**Track usage over the die**

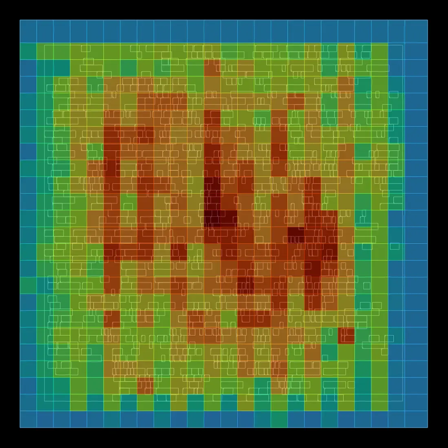
**Placement by cell class**

Scale: 2 px per µm.
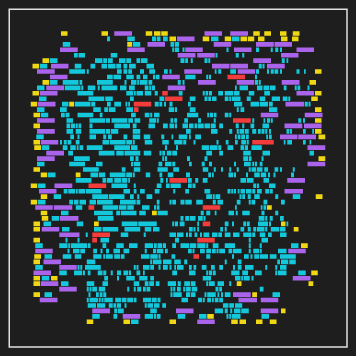
**Drive-strength map**

Scale: 2 px per µm.
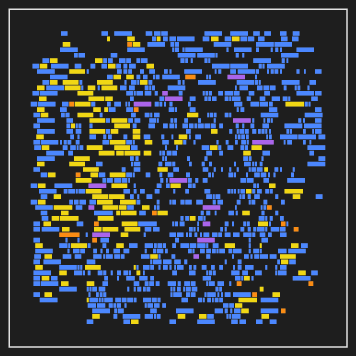
**Metal 1**

Scale: 3 px per µm.
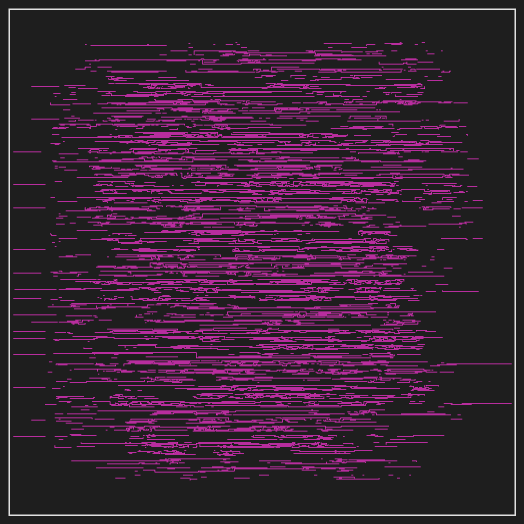
## src/rtl/alu_logic_pkg.sv

```systemverilog
// Shared opcode definitions for the UART ALU logic unit and its command decoder.
package alu_logic_pkg;

  localparam int unsigned OPW = 4;

  localparam logic [OPW-1:0] AND_OP  = 4'd0;
  localparam logic [OPW-1:0] OR_OP   = 4'd1;
  localparam logic [OPW-1:0] XOR_OP  = 4'd2;
  localparam logic [OPW-1:0] NAND_OP = 4'd3;
  localparam logic [OPW-1:0] NOR_OP  = 4'd4;
  localparam logic [OPW-1:0] XNOR_OP = 4'd5;
  localparam logic [OPW-1:0] NOT_OP  = 4'd6;
  localparam logic [OPW-1:0] PASS_OP = 4'd7;
  localparam logic [OPW-1:0] SHL_OP  = 4'd8;
  localparam logic [OPW-1:0] SHR_OP  = 4'd9;
  localparam logic [OPW-1:0] ASR_OP  = 4'd10;
  localparam logic [OPW-1:0] ROL_OP  = 4'd11;
  localparam logic [OPW-1:0] ROR_OP  = 4'd12;

  localparam logic [OPW-1:0] FIRST_ILLEGAL_OP = 4'd13;

endpackage

```

## src/rtl/alu_logic_func.sv

```systemverilog
// Pure combinational logic/shift/rotate function; illegal opcodes give zero with err set.
module alu_logic_func
  import alu_logic_pkg::*;
#(
  parameter int unsigned N   = 16,
  parameter int unsigned SHW = $clog2(N)
) (
  input  logic [N-1:0]   i_a_eff,
  input  logic [N-1:0]   i_b,
  input  logic [OPW-1:0] i_opcode,
  output logic [N-1:0]   o_res,
  output logic           o_err
);

  logic [SHW-1:0] w_sh;
  logic [2*N-1:0] w_rol;
  logic [2*N-1:0] w_ror;

  // Rotates shift a doubled copy of A; the wanted half then holds the wrapped bits.
  assign w_sh  = i_b[SHW-1:0];
  assign w_rol = {i_a_eff, i_a_eff} << w_sh;
  assign w_ror = {i_a_eff, i_a_eff} >> w_sh;

  always_comb begin
    o_res = '0;
    o_err = 1'b0;
    case (i_opcode)
      AND_OP:  o_res = i_a_eff & i_b;
      OR_OP:   o_res = i_a_eff | i_b;
      XOR_OP:  o_res = i_a_eff ^ i_b;
      NAND_OP: o_res = ~(i_a_eff & i_b);
      NOR_OP:  o_res = ~(i_a_eff | i_b);
      XNOR_OP: o_res = ~(i_a_eff ^ i_b);
      NOT_OP:  o_res = ~i_a_eff;
      PASS_OP: o_res = i_b;
      SHL_OP:  o_res = i_a_eff << w_sh;
      SHR_OP:  o_res = i_a_eff >> w_sh;
      ASR_OP:  o_res = $unsigned($signed(i_a_eff) >>> w_sh);
      ROL_OP:  o_res = w_rol[2*N-1:N];
      ROR_OP:  o_res = w_ror[N-1:0];
      default: o_err = 1'b1;
    endcase
  end

endmodule

```

## src/rtl/alu_logic_pipe.sv

```systemverilog
// Two-stage valid/ready pipeline around alu_logic_func with chain mode and result flags.
module alu_logic_pipe
  import alu_logic_pkg::*;
#(
  parameter int unsigned N   = 16,
  parameter int unsigned SHW = $clog2(N)
) (
  input  logic           clk,
  input  logic           rst,
  input  logic           in_valid,
  output logic           in_ready,
  input  logic [N-1:0]   a,
  input  logic [N-1:0]   b,
  input  logic [OPW-1:0] opcode,
  input  logic           chain,
  output logic           out_valid,
  input  logic           out_ready,
  output logic [N-1:0]   out,
  output logic           flag_zero,
  output logic           flag_neg,
  output logic           flag_par,
  output logic           err
);

  logic           r_s1_valid;
  logic [N-1:0]   r_s1_a;
  logic [N-1:0]   r_s1_b;
  logic [OPW-1:0] r_s1_op;
  logic           r_s1_chain;

  logic           r_s2_valid;
  logic [N-1:0]   r_out;
  logic           r_zero;
  logic           r_neg;
  logic           r_par;
  logic           r_err;
  logic [N-1:0]   r_last;

  logic           w_s1_move;
  logic           w_accept;
  logic [N-1:0]   w_a_eff;
  logic [N-1:0]   w_res;
  logic           w_err;

  assign w_s1_move = r_s1_valid && (!r_s2_valid || out_ready);
  assign in_ready  = !r_s1_valid || w_s1_move;
  assign w_accept  = in_valid && in_ready;
  // last_res is updated on the same edge a result enters S2, so a chained op in S1 never sees stale A.
  assign w_a_eff   = r_s1_chain ? r_last : r_s1_a;

  alu_logic_func #(
    .N   (N),
    .SHW (SHW)
  ) u_func (
    .i_a_eff  (w_a_eff),
    .i_b      (r_s1_b),
    .i_opcode (r_s1_op),
    .o_res    (w_res),
    .o_err    (w_err)
  );

  always_ff @(posedge clk or posedge rst) begin
    if (rst) begin
      r_s1_valid <= 1'b0;
      r_s1_a     <= '0;
      r_s1_b     <= '0;
      r_s1_op    <= '0;
      r_s1_chain <= 1'b0;
    end else if (w_accept) begin
      r_s1_valid <= 1'b1;
      r_s1_a     <= a;
      r_s1_b     <= b;
      r_s1_op    <= opcode;
      r_s1_chain <= chain;
    end else if (w_s1_move) begin
      r_s1_valid <= 1'b0;
    end
  end

  always_ff @(posedge clk or posedge rst) begin
    if (rst) begin
      r_s2_valid <= 1'b0;
      r_out      <= '0;
      r_zero     <= 1'b1;
      r_neg      <= 1'b0;
      r_par      <= 1'b0;
      r_err      <= 1'b0;
      r_last     <= '0;
    end else if (w_s1_move) begin
      r_s2_valid <= 1'b1;
      r_out      <= w_res;
      r_zero     <= (w_res == '0);
      r_neg      <= w_res[N-1];
      r_par      <= ^w_res;
      r_err      <= w_err;
      if (!w_err) r_last <= w_res;
    end else if (out_ready) begin
      r_s2_valid <= 1'b0;
    end
  end

  assign out_valid = r_s2_valid;
  assign out       = r_out;
  assign flag_zero = r_zero;
  assign flag_neg  = r_neg;
  assign flag_par  = r_par;
  assign err       = r_err;

endmodule

```

## config.mk

```make
export PLATFORM = sky130hd
export DESIGN_NAME = alu_logic_pipe
export DESIGN_NICKNAME = d
export VERILOG_FILES = /design/src/rtl/alu_logic_pkg.sv /design/src/rtl/alu_logic_func.sv /design/src/rtl/alu_logic_pipe.sv
export SDC_FILE = /design/constraint.sdc
export NUM_CORES = 1
export LEC_CHECK = 0
export CAP_MARGIN = 20
export CORE_MARGIN = 10
export CORE_UTILIZATION = 39
export CTS_CLUSTER_SIZE = 25
export DETAILED_ROUTE_END_ITERATION = 16
export PLACE_DENSITY_LB_ADDON = 0.08
export SKIP_LAST_GASP = 1
export SLEW_MARGIN = 20
export SYNTH_ARGS = -nofsm -noshare
export SYNTH_HDL_FRONTEND = slang
export SYNTH_SLANG_ARGS = --single-unit
```

## constraint.sdc

```tcl
create_clock -name clk -period 8.3 [get_ports clk]
set_input_delay 2.075 -clock clk [delete_from_list [all_inputs] [get_ports clk]]
set_output_delay 2.075 -clock clk [all_outputs]
set_load 0.005 [all_outputs]
```

==> summary.txt <==
Latest figures from synthesis and place and route.

Leaving out fill and tap cells, the most frequent cells in the layout are 95 x sky130_fd_sc_hd__nand2_1, 68 x sky130_fd_sc_hd__dfrtp_1, 67 x sky130_fd_sc_hd__mux2_2. The area enclosed by the die boundary is 28300 µm². The reported net switching power is 1.32 mW. The maximum clock frequency is 0.189 GHz. In this run the critical path is formed by clkdlybuf4s50_1, nand3b_1, clkdlybuf4s50_1. The critical-path cell with the highest stage delay is sky130_fd_sc_hd__clkdlybuf4s50_1. In this run the number of H-tree levels came out at 3. Looking at the worst setup and hold paths, the clock pins of their registers show a slew of 0.06 ns. The number of synthesized flops with an enable pin is 0. The total non-filler cell area in the finished layout is 9500 µm². The endpoint of the worst hold path is reported as flag_zero.

Counting cells, the worst reg-to-reg path comes to 12. The final critical delay including setup and external delays is 5.30 ns. The layout has 2146 filler cells.

The critical path in this run is classified as in2out. The endpoint class of the critical path is an output port. The analysis attributes to cell leakage a power of 3.75 nW. The min-delay analysis places its worst path in the category reg2reg. The proportion of power drawn by flip-flops and latches is 0.261. The tree is rooted in a sky130_fd_sc_hd__clkbuf_16. The cell-mix breakdown from Yosys lists the compound-gate area share as 0.200. Counting both buffers and inverters, the worst setup path holds a total of 2.

The internal reg-to-reg setup slack is 3.64 ns. Before CTS, the worst setup slack after placement is 3.01 ns. After synthesis, the cell types taking the most area are sky130_fd_sc_hd__dfrtp_1 21%, sky130_fd_sc_hd__mux4_2 10%, sky130_fd_sc_hd__mux2_2 8.8%.

Counting the buffers created by CTS gives 9. The share of the Yosys chip area taken by registers is 0.217. The final weighted congestion of routability-driven global placement is 1.00. The final number of setup-violating endpoints is 0. Per the timing report, the most critical flop-to-flop path originates at r_s1_b[0]. The post-CTS setup repair buffer count is 0. The total power of the final layout is 2.74 mW. The critical path depth in cells is 3. The tree built by TritonCTS fans out to 74 sinks.

The report puts the hold buffer count at CTS at 0. The number of standard cells reported by yosys is 958. The die is 168 µm tall.

The setup clock skew after layout is 0.0186 ns. The fraction of the cycle the final worst path needs is 0.638. Setup total negative slack on the finished layout was measured at 0 ns. Post-synthesis, Yosys gives the total cell area as 8560 µm². On the worst path, the slowest cell contributes a delay of 0.52 ns.

The average via count per standard cell is 6.48. The most repeated library cell on the critical path is sky130_fd_sc_hd__clkdlybuf4s50_1. The flow ran to the end, and the final reports show no timing, DRC or antenna violations.

The report lists the power per cell area as 289 nW/µm². The worst setup margin is 3.00 ns. The worst-margin pin slew is 0.993 ns. The via count of the first global-routing pass came to 7615.

The total overflow left after global routing is 0. The initial antenna violation count is 0. The arrival time at the worst endpoint is 3.22 ns. The final antenna diode count is 0. The number of buffers inserted by port buffering is 62. The async set or reset register ratio after synthesis is 1.00. The data required time at the worst endpoint is 6.23 ns. Summing every instance area after synthesis gives 8560 µm². The global routing report lists combined usage of all routing layers as 0.224.

The DRC violation count after routing is 0. The basic-gate share of the synthesized area counting and, or, nand and nor cells is 0.182. The worst setup path is launched from an input port. The XOR/XNOR share of the synthesized area is 0.00921. The count of pins over their slew limit is 0. Warnings raised by the tools during the run amount to 43. The dominant synthesized flop cell is sky130_fd_sc_hd__dfrtp_1.

The most heavily used metal layer in global routing is met2. The slew check shows that the tightest pin keeps a relative margin of 0.336. The synthesis stat section lists a flop and latch total of 74. The number of unique standard cell types used by synthesis is 84. Per the timing report, the biggest fanout along the worst path comes to 3. Per the post-synthesis report, the nets total 1040. The fraction of met2 tracks used by global routing is 0.330. The most frequent cell after synthesis is sky130_fd_sc_hd__nand2_1. The core outline area is 21700 µm². The internal cell power is 1.42 mW. The iteration-0 DRC count of the detailed router is 870. Among logic cells in the layout, the one with the most instances is sky130_fd_sc_hd__nand2_1. At the end of the flow, the number of nets in the layout was 1042. As reported, the later end of the worst-skew pair has a clock insertion delay of 0.37 ns.
## Picture notes: 'track usage over the die'
Util after Layout: 0.438
routed len/inst: 26.2 µm
met3 demand-to-capacity share in global routing: 0.0505

## Picture notes: 'placement by cell class'
[yellow] other buffers and delay cells | cells: 74 | share of their area: 7.8%
[cyan] all other logic | cells: 801 | share of their area: 69%
[red] clock drivers and dummy loads | cells: 16 | share of their area: 3.4%
[purple] flip-flops | cells: 74 | share of their area: 20%

## Picture notes: 'drive-strength map'
[orange] drive 3 to 4 | cells: 16 | share: 1.7% | most used: buf_4
[blue] drive 1 or less | cells: 799 | share: 83% | most used: nand2_1
[purple] drive 6 and up | cells: 14 | share: 1.5% | most used: clkbuf_16
[yellow] drive 2 | cells: 136 | share: 14% | most used: mux2_2

## Picture notes: 'metal 1'
main direction: horizontal
share of all routed wire: 45%
nets with wire on the layer: 952
wire length on this layer: 14600 µm
Total Wirelength: 32.7 mm
grt met1 use: 0.318

-- layer usage --
metal	up-vias	routed length (µm)
met3	56	2950
met4	0	850
met5	-	0
li1	3627	-
met2	422	14200
met1	3962	14600
-- power by group through the flow --
stage	clock, mW	sequential, mW	combinational (mW)
floorplan	0	0.550	1.18
global placement	0	0.715	1.56
detailed placement	0	0.714	1.56
CTS	0.451	0.708	1.57
global route	0.462	0.729	1.71
finish	0.443	0.717	1.58
-- final cells by class --
cell class | instances | share of cell area
tap | 280 | 0.0369
clock buffer | 9 | 0.0237
clock inverter | 7 | 0.00869
sequential | 74 | 0.196
inverter | 47 | 0.0187
timing repair buffer | 74 | 0.0748
multi-input combinational | 754 | 0.641
Power figures rest on the tool's default switching activity, not on a simulated workload.
